--- src/rtl/requant_pipe.sv ---
// requant_pipe: per-lane arithmetic right shift then signed saturation, two-stage valid/ready pipeline.
// Define REQUANT_ROUND_EN for round-half-up before the shift; default build truncates (floor).

module requant_pipe #(
  parameter int unsigned SUM_WIDTH   = 20,
  parameter int unsigned OUT_WIDTH   = 8,
  parameter int unsigned LANES       = 4,
  parameter int unsigned SHIFT_WIDTH = 5,
  parameter int unsigned CNT_WIDTH   = 16
) (
  input  logic                         clk,
  input  logic                         rst,
  input  logic                         in_valid,
  output logic                         in_ready,
  input  logic [LANES*SUM_WIDTH-1:0]   in_sum,
  input  logic [SHIFT_WIDTH-1:0]       in_shift,
  output logic                         out_valid,
  input  logic                         out_ready,
  output logic [LANES*OUT_WIDTH-1:0]   out_data,
  output logic [LANES-1:0]             out_sat,
  output logic [CNT_WIDTH-1:0]         sat_count,
  input  logic                         sat_clr
);

  localparam int unsigned EXT_W   = SUM_WIDTH + 1;
  localparam int unsigned SH_MAX  = SUM_WIDTH - 1;
  localparam int unsigned POP_W   = $clog2(LANES + 1);
  localparam int unsigned CNT_EXT = CNT_WIDTH + 1;
  localparam int          OUT_MAX = int'((2 ** (OUT_WIDTH - 1)) - 1);

  localparam logic signed [EXT_W-1:0]  POS_LIM = EXT_W'(OUT_MAX);
  localparam logic signed [EXT_W-1:0]  NEG_LIM = EXT_W'(-OUT_MAX - 1);
  localparam logic [OUT_WIDTH-1:0]     OUT_POS = {1'b0, {(OUT_WIDTH-1){1'b1}}};
  localparam logic [OUT_WIDTH-1:0]     OUT_NEG = {1'b1, {(OUT_WIDTH-1){1'b0}}};

  logic                    v1;
  logic                    v2;
  logic                    adv1;
  logic                    adv2;
  logic [SHIFT_WIDTH-1:0]  sh_c;
  logic signed [EXT_W-1:0] s1_d [LANES];
  logic signed [EXT_W-1:0] s1_q [LANES];
  logic [LANES*OUT_WIDTH-1:0] data_c;
  logic [LANES-1:0]        sat_c;
  logic [POP_W-1:0]        pop_c;
  logic [CNT_EXT-1:0]      cnt_sum;

  // Each stage advances when its slot is empty or the slot ahead is moving.
  assign adv2      = !v2 || out_ready;
  assign adv1      = !v1 || adv2;
  assign in_ready  = adv1;
  assign out_valid = v2;

  // Shifting beyond SUM_WIDTH-1 adds nothing but sign bits, so clamp there.
  always_comb begin
    sh_c = in_shift;
    if (32'(in_shift) > SH_MAX) begin
      sh_c = SHIFT_WIDTH'(SH_MAX);
    end
  end

  for (genvar g = 0; g < LANES; g++) begin : g_lane
    logic signed [EXT_W-1:0] ext;
    logic signed [EXT_W-1:0] biased;
    logic                    sat_hi;
    logic                    sat_lo;

    assign ext = {in_sum[g*SUM_WIDTH + SUM_WIDTH - 1], in_sum[g*SUM_WIDTH +: SUM_WIDTH]};
`ifdef REQUANT_ROUND_EN
    // One extra bit of headroom keeps the half-LSB bias from overflowing.
    assign biased = (sh_c == '0) ? ext : ext + (EXT_W'(1) << (sh_c - SHIFT_WIDTH'(1)));
`else
    assign biased = ext;
`endif
    assign s1_d[g] = biased >>> sh_c;

    assign sat_hi = s1_q[g] > POS_LIM;
    assign sat_lo = s1_q[g] < NEG_LIM;
    assign sat_c[g] = sat_hi || sat_lo;
    assign data_c[g*OUT_WIDTH +: OUT_WIDTH] =
      sat_hi ? OUT_POS : (sat_lo ? OUT_NEG : s1_q[g][OUT_WIDTH-1:0]);
  end

  always_comb begin
    pop_c = '0;
    for (int i = 0; i < LANES; i++) begin
      pop_c = pop_c + POP_W'(sat_c[i]);
    end
  end

  assign cnt_sum = {1'b0, sat_count} + CNT_EXT'(pop_c);

  // Stage 1: scaled lane values.
  always_ff @(posedge clk) begin
    if (rst) begin
      v1 <= 1'b0;
      for (int i = 0; i < LANES; i++) begin
        s1_q[i] <= '0;
      end
    end else if (adv1) begin
      v1 <= in_valid;
      for (int i = 0; i < LANES; i++) begin
        s1_q[i] <= s1_d[i];
      end
    end
  end

  // Stage 2: saturated outputs.
  always_ff @(posedge clk) begin
    if (rst) begin
      v2       <= 1'b0;
      out_data <= '0;
      out_sat  <= '0;
    end else if (adv2) begin
      v2       <= v1;
      out_data <= data_c;
      out_sat  <= sat_c;
    end
  end

  // Saturation event counter; clear has priority, sticks at all-ones.
  always_ff @(posedge clk) begin
    if (rst) begin
      sat_count <= '0;
    end else if (sat_clr) begin
      sat_count <= '0;
    end else if (adv2 && v1) begin
      if (cnt_sum[CNT_WIDTH]) begin
        sat_count <= '1;
      end else begin
        sat_count <= cnt_sum[CNT_WIDTH-1:0];
      end
    end
  end

endmodule

--- config.mk ---
export PLATFORM = sky130hd
export DESIGN_NAME = requant_pipe
export DESIGN_NICKNAME = d
export VERILOG_FILES = /design/src/rtl/requant_pipe.sv
export SDC_FILE = /design/constraint.sdc
export NUM_CORES = 1
export LEC_CHECK = 0
export CORE_ASPECT_RATIO = 0.5
export CORE_MARGIN = 8
export CORE_UTILIZATION = 60
export DETAILED_ROUTE_END_ITERATION = 8
export GPL_TIMING_DRIVEN = 0
export PLACE_DENSITY = 0.87
export REMOVE_ABC_BUFFERS = 1
export SKIP_LAST_GASP = 1
export SLEW_MARGIN = 40
export SYNTH_ARGS = -nofsm -noshare
export SYNTH_HDL_FRONTEND = slang
export SYNTH_SLANG_ARGS = --single-unit
export TNS_END_PERCENT = 20
--- constraint.sdc ---
create_clock -name clk -period 10.6 [get_ports clk]
set_input_delay 2.12 -clock clk [delete_from_list [all_inputs] [get_ports clk]]
set_output_delay 2.12 -clock clk [all_outputs]
set_load 0.01 [all_outputs]
Fig. 1: run 1, placement by cell class
Scale: 3 px per µm. Fill, decap, tap and diode cells in grey.
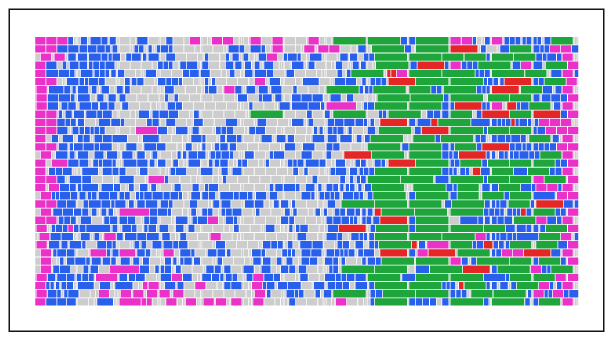
- green: flip-flops (cells 134; share of their area 30%)
- magenta: other buffers and delay cells (cells 154; share of their area 14%)
- red: clock drivers and dummy loads (cells 32; share of their area 5.0%)
- blue: all other logic (cells 913; share of their area 51%)
sequential share of cell area: 0.291
Util after Layout: 0.737
Core Region: 0.0163 mm²

Fig. 2: run 1, clock network drawn from the DEF
Scale: 4 px per µm.
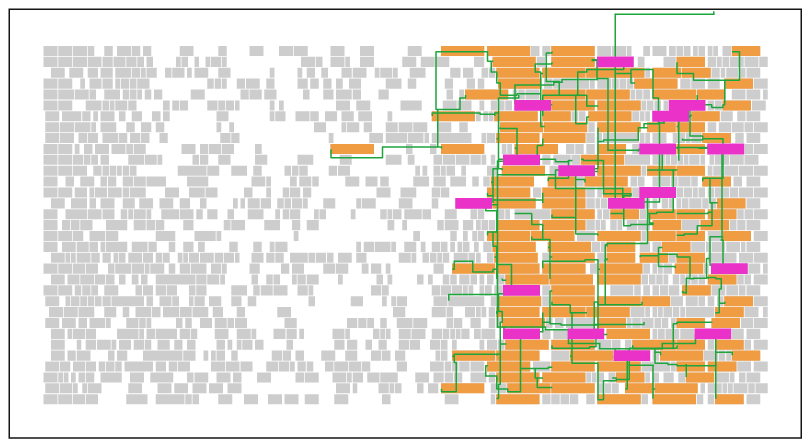
- orange: flip-flops (count 134)
- green: clock wires (length 1660 µm)
- magenta: cells driving clock nets (count 17)
- routed clock nets: 18
Clock group: 588 µW
clock power share: 0.358

==> impl_metrics.env, run 1 <==
# physical design summary
export IMPL_ys_cells=1157
export IMPL_cts_resized=0
export IMPL_powerDensity_mw_per_mm2=137
export IMPL_crit_slowest_cell="clkdlybuf4s50_1"
export IMPL_n_antenna_cell=0
export IMPL_comb_share=0.495
export IMPL_num_vias=11300
export IMPL_critPathMaxFanout=8
export IMPL_wl_um=44600
export IMPL_htree_levels=4
export IMPL_ys_chip_area_mm2=0.00990
export IMPL_cp_slowest_stage_delay_ns=0.66
export IMPL_edf_count=80
export IMPL_grt_usage=0.401
export IMPL_most_common_cell="nor2_1"
export IMPL_synth_compound_area_share=0.305
export IMPL_cts_setup_buffers=0
export IMPL_synth_top_area_share=0.243
export IMPL_maxCapViolCount=0
export IMPL_synth_cell_types=77
export IMPL_layout_setup_ws_ns=4.65
export IMPL_wire_per_inst_um=30.6
export IMPL_signal_buffers=154
export IMPL_power_mw=1.64
export IMPL_die_w_um=198
export IMPL_grt_antenna_before_repair=2
export IMPL_ys_warn_count=0
export IMPL_tapCellCount=227
export IMPL_clk_latency_ns=0.43
export IMPL_wl_met2_um=18100
export IMPL_fillers=1062
export IMPL_hp_class="register to register"
export IMPL_fin_skew_ns=0.0110
export IMPL_via_per_inst=7.73
export IMPL_synth_cell_area_mm2=0.00990
export IMPL_cts_sinks=134
export IMPL_gr_total_overflow=0
export IMPL_cts_root_buf="clkbuf_16"
export IMPL_placed_area_mm2=0.0114
export IMPL_ys_sh_adder=0.00733
export IMPL_syn2layout_area_growth_pct=21.1
export IMPL_slew_headroom=0.374
export IMPL_common_cells="nor2_1 (118), a21oi_1 (89), edfxtp_1 (80), o21ai_0 (80), nand2_1 (68)"
export IMPL_path_clk_slew_ns=0.06
export IMPL_topCellsByArea="edfxtp_1 (24%), dfxtp_1 (11%), mux2i_1 (5.3%)"
export IMPL_cts_tree="yes"
export IMPL_setup_violations=0
export IMPL_comb_area_mm2=0.00593
export IMPL_first_pass_iters=6
export IMPL_flop_count=134
export IMPL_dp_hpwl_um=29200
export IMPL_cts_made_buffers=17
export IMPL_grt_max_degree=83
export IMPL_yosys_area_top_type="edfxtp_1"
export IMPL_start_kind="primary input"
export IMPL_largest_class="logic gates"
export IMPL_wl_met1_um=17000
export IMPL_inv_count=17
export IMPL_muxShareOfSynthArea=0.0879
export IMPL_seqCellArea_mm2=0.00348
export IMPL_crit_buf_inv=2
export IMPL_mostFrequentLayoutCells="clkdlybuf4s50_1 (138), nor2_1 (113), a21oi_1 (88)"
export IMPL_final_cells=1460
export IMPL_holdBufCountCts=0
export IMPL_routed_wl_met3_um=7800
export IMPL_hold_viol_final=0
export IMPL_endpoint_kind="output port"
export IMPL_drt_iter0_drc=2011
export IMPL_rsz0062_at_grt="no"
export IMPL_async_flop_share=0
export IMPL_clockBufferDepth=2
export IMPL_nets=1314
export IMPL_drc_errors=0
export IMPL_status="finished clean"
export IMPL_gr_usage_met2=0.574
export IMPL_simple_gate_share=0.176
export IMPL_worstSetupPathType="primary input to output port"
export IMPL_synth_cells=1157
export IMPL_pin_count=144
export IMPL_report_final_slew_viol_count=0
export IMPL_initCoreUtil=0.608
export IMPL_xor_area_frac=0.00973
export IMPL_syn_area_per_cell_um2=8.55
export IMPL_placed_cells=1427
export IMPL_cp_top_family="buffers and inverters"
export IMPL_clkCellAreaFrac=0.0493
export IMPL_met1_usage=0.546
export IMPL_worstPathRequired_ns=8.48
export IMPL_finalSetupTns_ns=0
export IMPL_path_common_cell="clkdlybuf4s50_1"
export IMPL_portBuffers=143
export IMPL_final_common_cell="clkdlybuf4s50_1"
export IMPL_fin_crit_ns=5.95
export IMPL_grt_busiest_layer="met2"
export IMPL_postSynthSeqShare=0.352
export IMPL_grt_pass1_wl_um=65200
export IMPL_top_layer="met5"
export IMPL_antenna_left=0
export IMPL_die_height_um=107
export IMPL_warning_count=26
export IMPL_fin_crit_sh=0.561
export IMPL_place_congestion=1.00
export IMPL_drive_above_1_share=0.0998
export IMPL_logic_gates=896
export IMPL_design_die_area_mm2=0.0211
export IMPL_grt_pass1_vias=10300
export IMPL_ir_drop_uv=151
export IMPL_dp_slack_ns=4.76
export IMPL_crit_chain="clkdlybuf4s50_1, nand3b_1, clkdlybuf4s50_1"
export IMPL_fmax_mhz=168
export IMPL_hold_ws_ns=0.483
export IMPL_cp_arrival_ns=3.83
export IMPL_n_clock_buffer=22
export IMPL_tightest_slew_ns=0.938
export IMPL_final_cell_area_mm2=0.0120
export IMPL_met3_usage=0.165
export IMPL_buf_share=0.136
export IMPL_leakage_nw=4.34
export IMPL_ff_type="edfxtp_1"
export IMPL_rows=33
export IMPL_ys_ff=134
export IMPL_top_logic_kind="AND-OR/OR-AND gates"
Fig. 3: run 1, floorplan with the power grid
Scale: 2 px per µm. Pins as bars on the die edge.
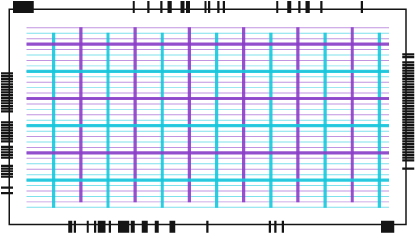
- purple: VDD
- cyan: VSS
- rows: 33
- met1 rails: 34
- met4 straps: 13
- met5 straps: 6

Fig. 4: run 1, sequential cells coloured by netlist name
Scale: 3 px per µm. Other sequential cells in the stronger grey, the rest of the logic in the fainter grey.
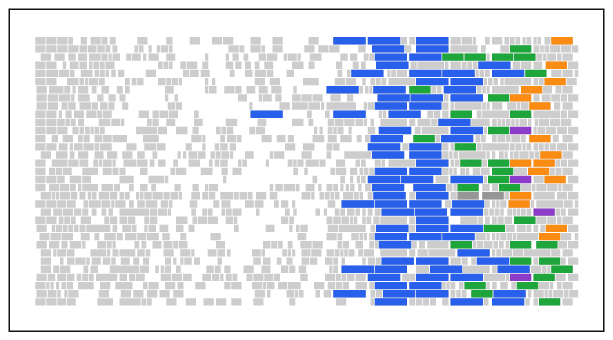
- purple: out_sat (placed flops 4)
- orange: sat_count (placed flops 16)
- green: out_data (placed flops 32; where a vertical strip on the right)
- blue: s1_q (placed flops 80)

run 1: worst paths after layout:
| check | slack (ns) | to | start | cells after the start |
|---|---|---|---|---|
| setup / recovery | 4.65 | in_ready | out_ready | 3 |
| hold / removal | 0.48 | out_data[23] | out_data[23] | 2 |
| setup reg to reg | 5.62 | sat_count[4] | s1_q[2][18] | 12 |
| hold reg to reg | 0.48 | out_data[23] | out_data[23] | 2 |
run 1: flip-flops by register name, summed over array words and instances (netlist names):
name / count
v1: 1
out_valid: 1
out_sat: 4
out_data: 32
sat_count: 16
s1_q: 80
run 1: power breakdown:
group | internal, mW | switching, mW | leakage (nW)
sequential | 0.596 | 0.0300 | 1.37
combinational | 0.157 | 0.270 | 2.67
clock | 0.354 | 0.234 | 0.294
total | 1.11 | 0.534 | 4.34
==> run 2: changes to the inputs <==
Settings changed: CORE_UTILIZATION 60 to 51, PLACE_DENSITY 0.87 to 0.79.
Clock period 10.6 ns to 5 ns, I/O delays scaled along.
Fig. 5: run 2, sequential cells coloured by netlist name
Scale: 3 px per µm. Other sequential cells in the stronger grey, the rest of the logic in the fainter grey.
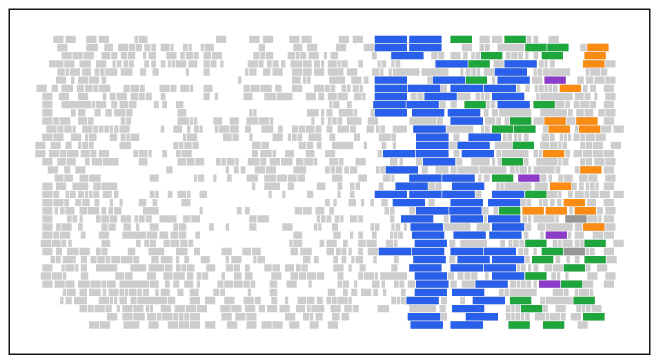
- orange: sat_count (placed flops 16)
- green: out_data (placed flops 32; where a vertical strip on the right)
- purple: out_sat (placed flops 4)
- blue: s1_q (placed flops 80)
Util after Layout: 0.624
sequential power: 1.31 mW

==> run 2 against run 1 <==
Critical path depth up 4. Flip-flop count unchanged. Sequential share of layout area about the same. Core utilization down 11 points. Setup slack worse by 3.9 ns. Register-to-register slack worse by 4.7 ns. Final cell count up 2.6%. Via count down 7.5%.
==> impl_metrics.env, run 2 <==
# physical design summary
export IMPL_crit_buf_inv=3
export IMPL_clockBufferDepth=2
export IMPL_power_frac_clock=0.349
export IMPL_top_layer="met5"
export IMPL_crit_start="in_shift[1]"
export IMPL_top_logic_kind="AND-OR/OR-AND gates"
export IMPL_comb_area_mm2=0.00593
export IMPL_cts_root_buf="clkbuf_16"
export IMPL_holdBufCountCts=0
export IMPL_sw_frac_of_total=0.301
export IMPL_layout_setup_ws_ns=0.777
export IMPL_path_depth=7
export IMPL_cts_resized=0
export IMPL_comb_share=0.495
export IMPL_hold_depth=2
export IMPL_gr_usage_met2=0.424
export IMPL_worstRegToRegCells=13
export IMPL_antenna_left=0
export IMPL_placed_area_mm2=0.0114
export IMPL_grt_busiest_layer="met1"
export IMPL_cts_made_buffers=17
export IMPL_ys_chip_area_mm2=0.00990
export IMPL_logic_gates=896
export IMPL_status="finished clean"
export IMPL_critPathMaxFanout=71
export IMPL_n_antenna_cell=0
export IMPL_ir_drop_uv=242
export IMPL_placed_cells=1466
export IMPL_routed_wl_met3_um=5900
export IMPL_most_common_cell="nor2_1"
export IMPL_cts_sinks=134
export IMPL_met3_usage=0.153
export IMPL_cp_slowest_stage_delay_ns=0.82
export IMPL_clk_latency_ns=0.41
export IMPL_final_cells=1498
export IMPL_portBuffers=143
export IMPL_syn2layout_area_growth_pct=21.2
export IMPL_crit_slowest_cell="nand2_2"
export IMPL_cp_arrival_ns=4.25
export IMPL_maxCapViolCount=0
export IMPL_gr_total_overflow=0
export IMPL_powerDensity_mw_per_mm2=279
export IMPL_fin_crit_sh=0.845
export IMPL_htree_levels=4
export IMPL_cts_tree="yes"
export IMPL_ff_type="edfxtp_1"
export IMPL_synth_cell_area_mm2=0.00990
export IMPL_inv_count=17
export IMPL_common_cells="nor2_1 (118), a21oi_1 (89), edfxtp_1 (80), o21ai_0 (80), nand2_1 (68)"
export IMPL_path_clk_slew_ns=0.05
export IMPL_maxPowerGroup="registers"
export IMPL_dp_slack_ns=0.586
export IMPL_setup_violations=0
export IMPL_syn_area_per_cell_um2=8.55
export IMPL_report_final_slew_viol_count=0
export IMPL_power_mw=3.34
export IMPL_place_congestion=0.988
export IMPL_final_cell_area_mm2=0.0120
export IMPL_grt_antenna_before_repair=0
export IMPL_grt_max_degree=80
export IMPL_cts_setup_buffers=0
export IMPL_hold_ws_ns=0.459
export IMPL_crit_chain="buf_6, buf_16, clkinv_1, nand2_2, o211ai_1, mux2i_1, o2111ai_1"
export IMPL_hold_viol_final=0
export IMPL_wire_per_inst_um=26.1
export IMPL_max_flop_register="s1_q"
export IMPL_drc_errors=0
export IMPL_drt_iter0_drc=1642
export IMPL_ys_cells=1157
export IMPL_cp_top_family="buffers and inverters"
export IMPL_yosys_area_top_type="edfxtp_1"
export IMPL_final_common_cell="clkdlybuf4s50_1"
export IMPL_simple_gate_share=0.176
export IMPL_intPower_mw=2.33
export IMPL_xor_area_frac=0.00973
export IMPL_seqCellArea_mm2=0.00348
export IMPL_fin_skew_ns=0.00505
export IMPL_clkCellAreaFrac=0.0466
export IMPL_rows=36
export IMPL_synth_cells=1157
export IMPL_seq_area_frac=0.290
export IMPL_postSynthSeqShare=0.352
export IMPL_pin_count=144
export IMPL_ys_ff=134
export IMPL_ys_warn_count=0
export IMPL_core_mm2=0.0192
export IMPL_design_die_area_mm2=0.0244
export IMPL_ys_sh_adder=0.00733
export IMPL_die_height_um=115
export IMPL_power_frac_comb=0.259
export IMPL_via_per_inst=6.97
export IMPL_muxShareOfSynthArea=0.0879
export IMPL_tightest_slew_ns=0.937
export IMPL_worstPathRequired_ns=5.03
export IMPL_first_pass_iters=6
export IMPL_p_clk_mw=1.16
export IMPL_wl_um=39100
export IMPL_r2r_start="s1_q[2][15]"
==> run 2: cell counts after synthesis <==
Identical to the previous run, type by type.
==> run 2: worst paths after layout <==
| kind | to | slack [ns] |
|---|---|---|
| setup / recovery | s1_q[1][1] | 0.78 |
| hold / removal | out_data[23] | 0.46 |
| setup reg to reg | sat_count[10] | 0.91 |
| hold reg to reg | out_data[23] | 0.46 |
==> run 2: logic make-up (layout without fill, tap and decap cells) <==
| group | Yosys count | count (layout) |
|---|---|---|
| multiplexers | 82 | 82 |
| XOR/XNOR | 11 | 11 |
| buffers and inverters | 127 | 202 |
| adder cells (fa/ha/maj) | 4 | 4 |
| flip-flops | 134 | 134 |
| AND-OR/OR-AND | 436 | 436 |
| AND/OR/NAND/NOR | 363 | 363 |
==> run 3: changes to the inputs <==
Settings changed: CORE_UTILIZATION 51 to 56, PLACE_DENSITY 0.79 to 0.82.
Clock period 5 ns to 3.95 ns, I/O delays scaled along.
Fig. 6: run 3, placement by cell class
Scale: 3 px per µm. Fill, decap, tap and diode cells in grey.
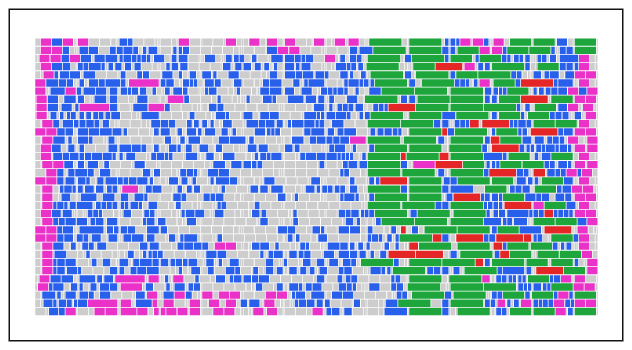
- green: flip-flops (cells 134; share of their area 30%)
- blue: all other logic (cells 913; share of their area 51%)
- magenta: other buffers and delay cells (cells 155; share of their area 14%)
- red: clock drivers and dummy loads (cells 32; share of their area 4.8%)
sequential share of cell area: 0.289
row cnt: 34

==> run 3 against run 2 <==
The flow now finishes with violations (negative setup slack). Setup slack got worse by 0.79 ns. Critical path depth did not move. Synthesized area did not move. Non-clock buffer count rose by 2. Final area rose by 0.32%. Register-to-register slack got worse by 0.68 ns. Combinational power rose by 27%. Clock skew rose by 0.0051 ns. Total power rose by 28%. Critical endpoint unchanged. Highest routed layer unchanged.
==> impl_metrics.env, run 3 <==
# physical design summary
export IMPL_grt_pass1_wl_um=59100
export IMPL_routed_wl_met3_um=6610
export IMPL_worstPathRequired_ns=3.98
export IMPL_first_pass_iters=6
export IMPL_path_depth=7
export IMPL_grt_busiest_layer="met2"
export IMPL_maxPowerGroup="registers"
export IMPL_cts_tree="yes"
export IMPL_ys_sh_adder=0.00733
export IMPL_place_congestion=1.01
export IMPL_cp_arrival_ns=3.99
export IMPL_intPower_mw=2.90
export IMPL_leakage_nw=4.33
export IMPL_antenna_left=0
export IMPL_cp_slowest_stage_delay_ns=0.80
export IMPL_hp_class="register to register"
export IMPL_xor_area_frac=0.00973
export IMPL_worstSetupPathType="primary input to register"
export IMPL_portBuffers=143
export IMPL_fin_crit_sh=1.00
export IMPL_fin_crit_ns=3.96
export IMPL_topCellsByArea="edfxtp_1 (24%), dfxtp_1 (11%), mux2i_1 (5.3%)"
export IMPL_ys_cells=1157
export IMPL_die_w_um=204
export IMPL_crit_buf_inv=3
export IMPL_wl_met1_um=16600
export IMPL_htree_levels=4
export IMPL_fmax_mhz=253
export IMPL_placed_cells=1434
export IMPL_syn_area_per_cell_um2=8.55
export IMPL_yosys_area_top_type="edfxtp_1"
export IMPL_hold_ws_ns=0.470
export IMPL_endpoint="s1_q[1][1]"
export IMPL_power_frac_comb=0.259
export IMPL_placed_area_mm2=0.0114
export IMPL_async_flop_share=0
export IMPL_nets=1315
export IMPL_crit_chain="buf_6, buf_16, clkinv_1, nand2_2, o211ai_1, mux2i_1, o2111ai_1"
export IMPL_pin_count=144
export IMPL_tightest_slew_ns=0.882
export IMPL_grt_usage=0.342
export IMPL_hold_depth=2
export IMPL_final_cells=1469
export IMPL_met1_usage=0.475
export IMPL_cts_sinks=134
export IMPL_final_common_cell="clkdlybuf4s50_1"
export IMPL_die_height_um=110
export IMPL_simple_gate_share=0.176
export IMPL_ys_chip_area_mm2=0.00990
export IMPL_gr_usage_met2=0.479
export IMPL_p_seq_frac=0.390
export IMPL_endpoint_kind="register"
export IMPL_drt_iter0_drc=1633
export IMPL_p_seq_mw=1.67
export IMPL_utilization=0.693
export IMPL_num_vias=10700
export IMPL_worstRegToRegCells=12
export IMPL_top_regs="s1_q (80), out_data (32), sat_count (16)"
export IMPL_initCoreUtil=0.570
export IMPL_grt_antenna_before_repair=1
export IMPL_min_from="out_data[15]"
export IMPL_p_clk_mw=1.50
export IMPL_postSynthSeqShare=0.352
export IMPL_maxCapViolCount=0
export IMPL_finalSetupTns_ns=-0.00852
export IMPL_dp_hpwl_um=27500
export IMPL_critPathMaxFanout=80
export IMPL_wl_um=39900
export IMPL_power_mw=4.27
export IMPL_powerComb_mw=1.10
export IMPL_syn2layout_area_growth_pct=21.6
export IMPL_start_kind="primary input"
export IMPL_ff_type="edfxtp_1"
export IMPL_path_clk_slew_ns=0.06
export IMPL_core_mm2=0.0174
export IMPL_min_to="out_data[15]"
export IMPL_r2r_start="s1_q[0][12]"
export IMPL_ir_drop_uv=331
export IMPL_drive_above_1_share=0.105
export IMPL_crit_start="in_shift[1]"
export IMPL_clk_latency_ns=0.41
export IMPL_met3_usage=0.156
export IMPL_fin_skew_ns=0.0101
export IMPL_final_cell_area_mm2=0.0120
export IMPL_cts_made_buffers=17
export IMPL_top_layer="met5"
export IMPL_wl_met2_um=15900
export IMPL_violations="negative setup slack"
export IMPL_layout_setup_ws_ns=-0.00852
export IMPL_sw_frac_of_total=0.320
export IMPL_powerDensity_mw_per_mm2=354
export IMPL_wire_per_inst_um=27.1
export IMPL_ys_ff=134
export IMPL_clockBufferDepth=2
export IMPL_synth_cell_area_mm2=0.00990
export IMPL_report_final_slew_viol_count=0
export IMPL_grt_max_degree=81
export IMPL_ys_warn_count=0
export IMPL_setup_violations=1
export IMPL_cts_root_buf="clkbuf_16"
export IMPL_status="finished, violations left"
export IMPL_max_flop_register="s1_q"
export IMPL_reg2reg_to="sat_count[7]"
export IMPL_holdBufCountCts=0
export IMPL_most_common_cell="nor2_1"
export IMPL_crit_slowest_cell="nand2_2"
export IMPL_grt_pass1_vias=9763
export IMPL_common_cells="nor2_1 (118), a21oi_1 (89), edfxtp_1 (80), o21ai_0 (80), nand2_1 (68)"
export IMPL_synth_cell_types=77
export IMPL_dp_slack_ns=-0.294
export IMPL_slew_headroom=0.412
export IMPL_cp_top_family="buffers and inverters"
export IMPL_mostFrequentLayoutCells="clkdlybuf4s50_1 (138), nor2_1 (113), a21oi_1 (88)"
export IMPL_via_per_inst=7.31
export IMPL_edf_count=80
export IMPL_design_die_area_mm2=0.0224
export IMPL_muxShareOfSynthArea=0.0879
export IMPL_synth_cells=1157
export IMPL_gr_total_overflow=0
export IMPL_rrSetupSlack_ns=0.23
export IMPL_drc_errors=0
export IMPL_power_frac_clock=0.351
export IMPL_hold_viol_final=0
export IMPL_top_logic_kind="AND-OR/OR-AND gates"
run 3: netlist changes by cell type in the layout (fill, tap and decap cells not counted), sizes merged:
cell    delta
clkinv     -1
diode      +1
buf        +2
inv        +7
clkbuf     -5
bufinv     -1
run 3: area by class of cell:
class / count / area, µm² / area share
repair buffers: 155 / 1650 / 0.137
clock inverters: 15 / 141 / 0.0117
well taps: 234 / 293 / 0.0243
inverters: 17 / 66.3 / 0.00551
flip-flops and latches: 134 / 3480 / 0.289
multi-input cells: 896 / 5980 / 0.497
clock buffers: 17 / 425 / 0.0353
diodes: 1 / 2.50 / 0.000208
run 3: timing repair:
item,in CTS,in global routing
buffers inserted,0,2
resized,5,5
pin swaps,0,1
endpoints found under the setup margin,15,23

==> notes/layouts.md <==
Pictures saved along the way, in no particular order.

Congestion heat map.
(a)
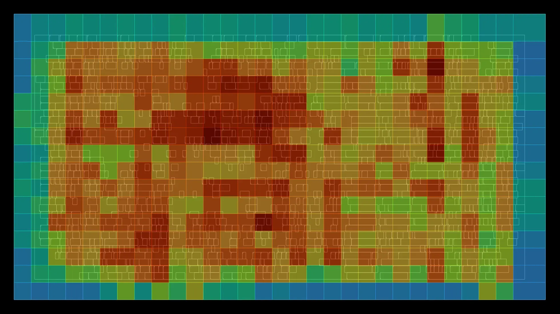
(b)
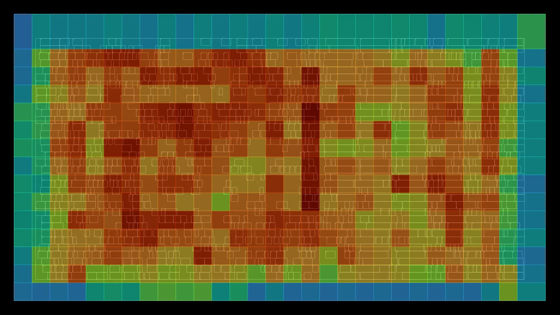
(c)
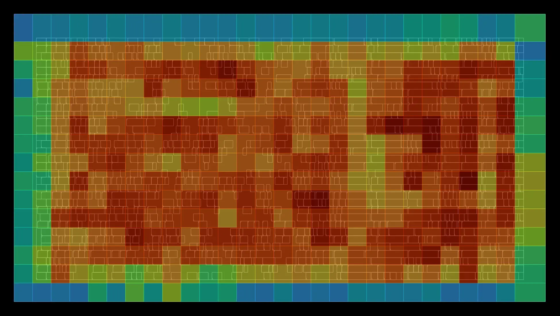
(a) comes from run 2.
(b) comes from run 3.
(c) comes from run 1.

Power is estimated from default activity; no workload was simulated.
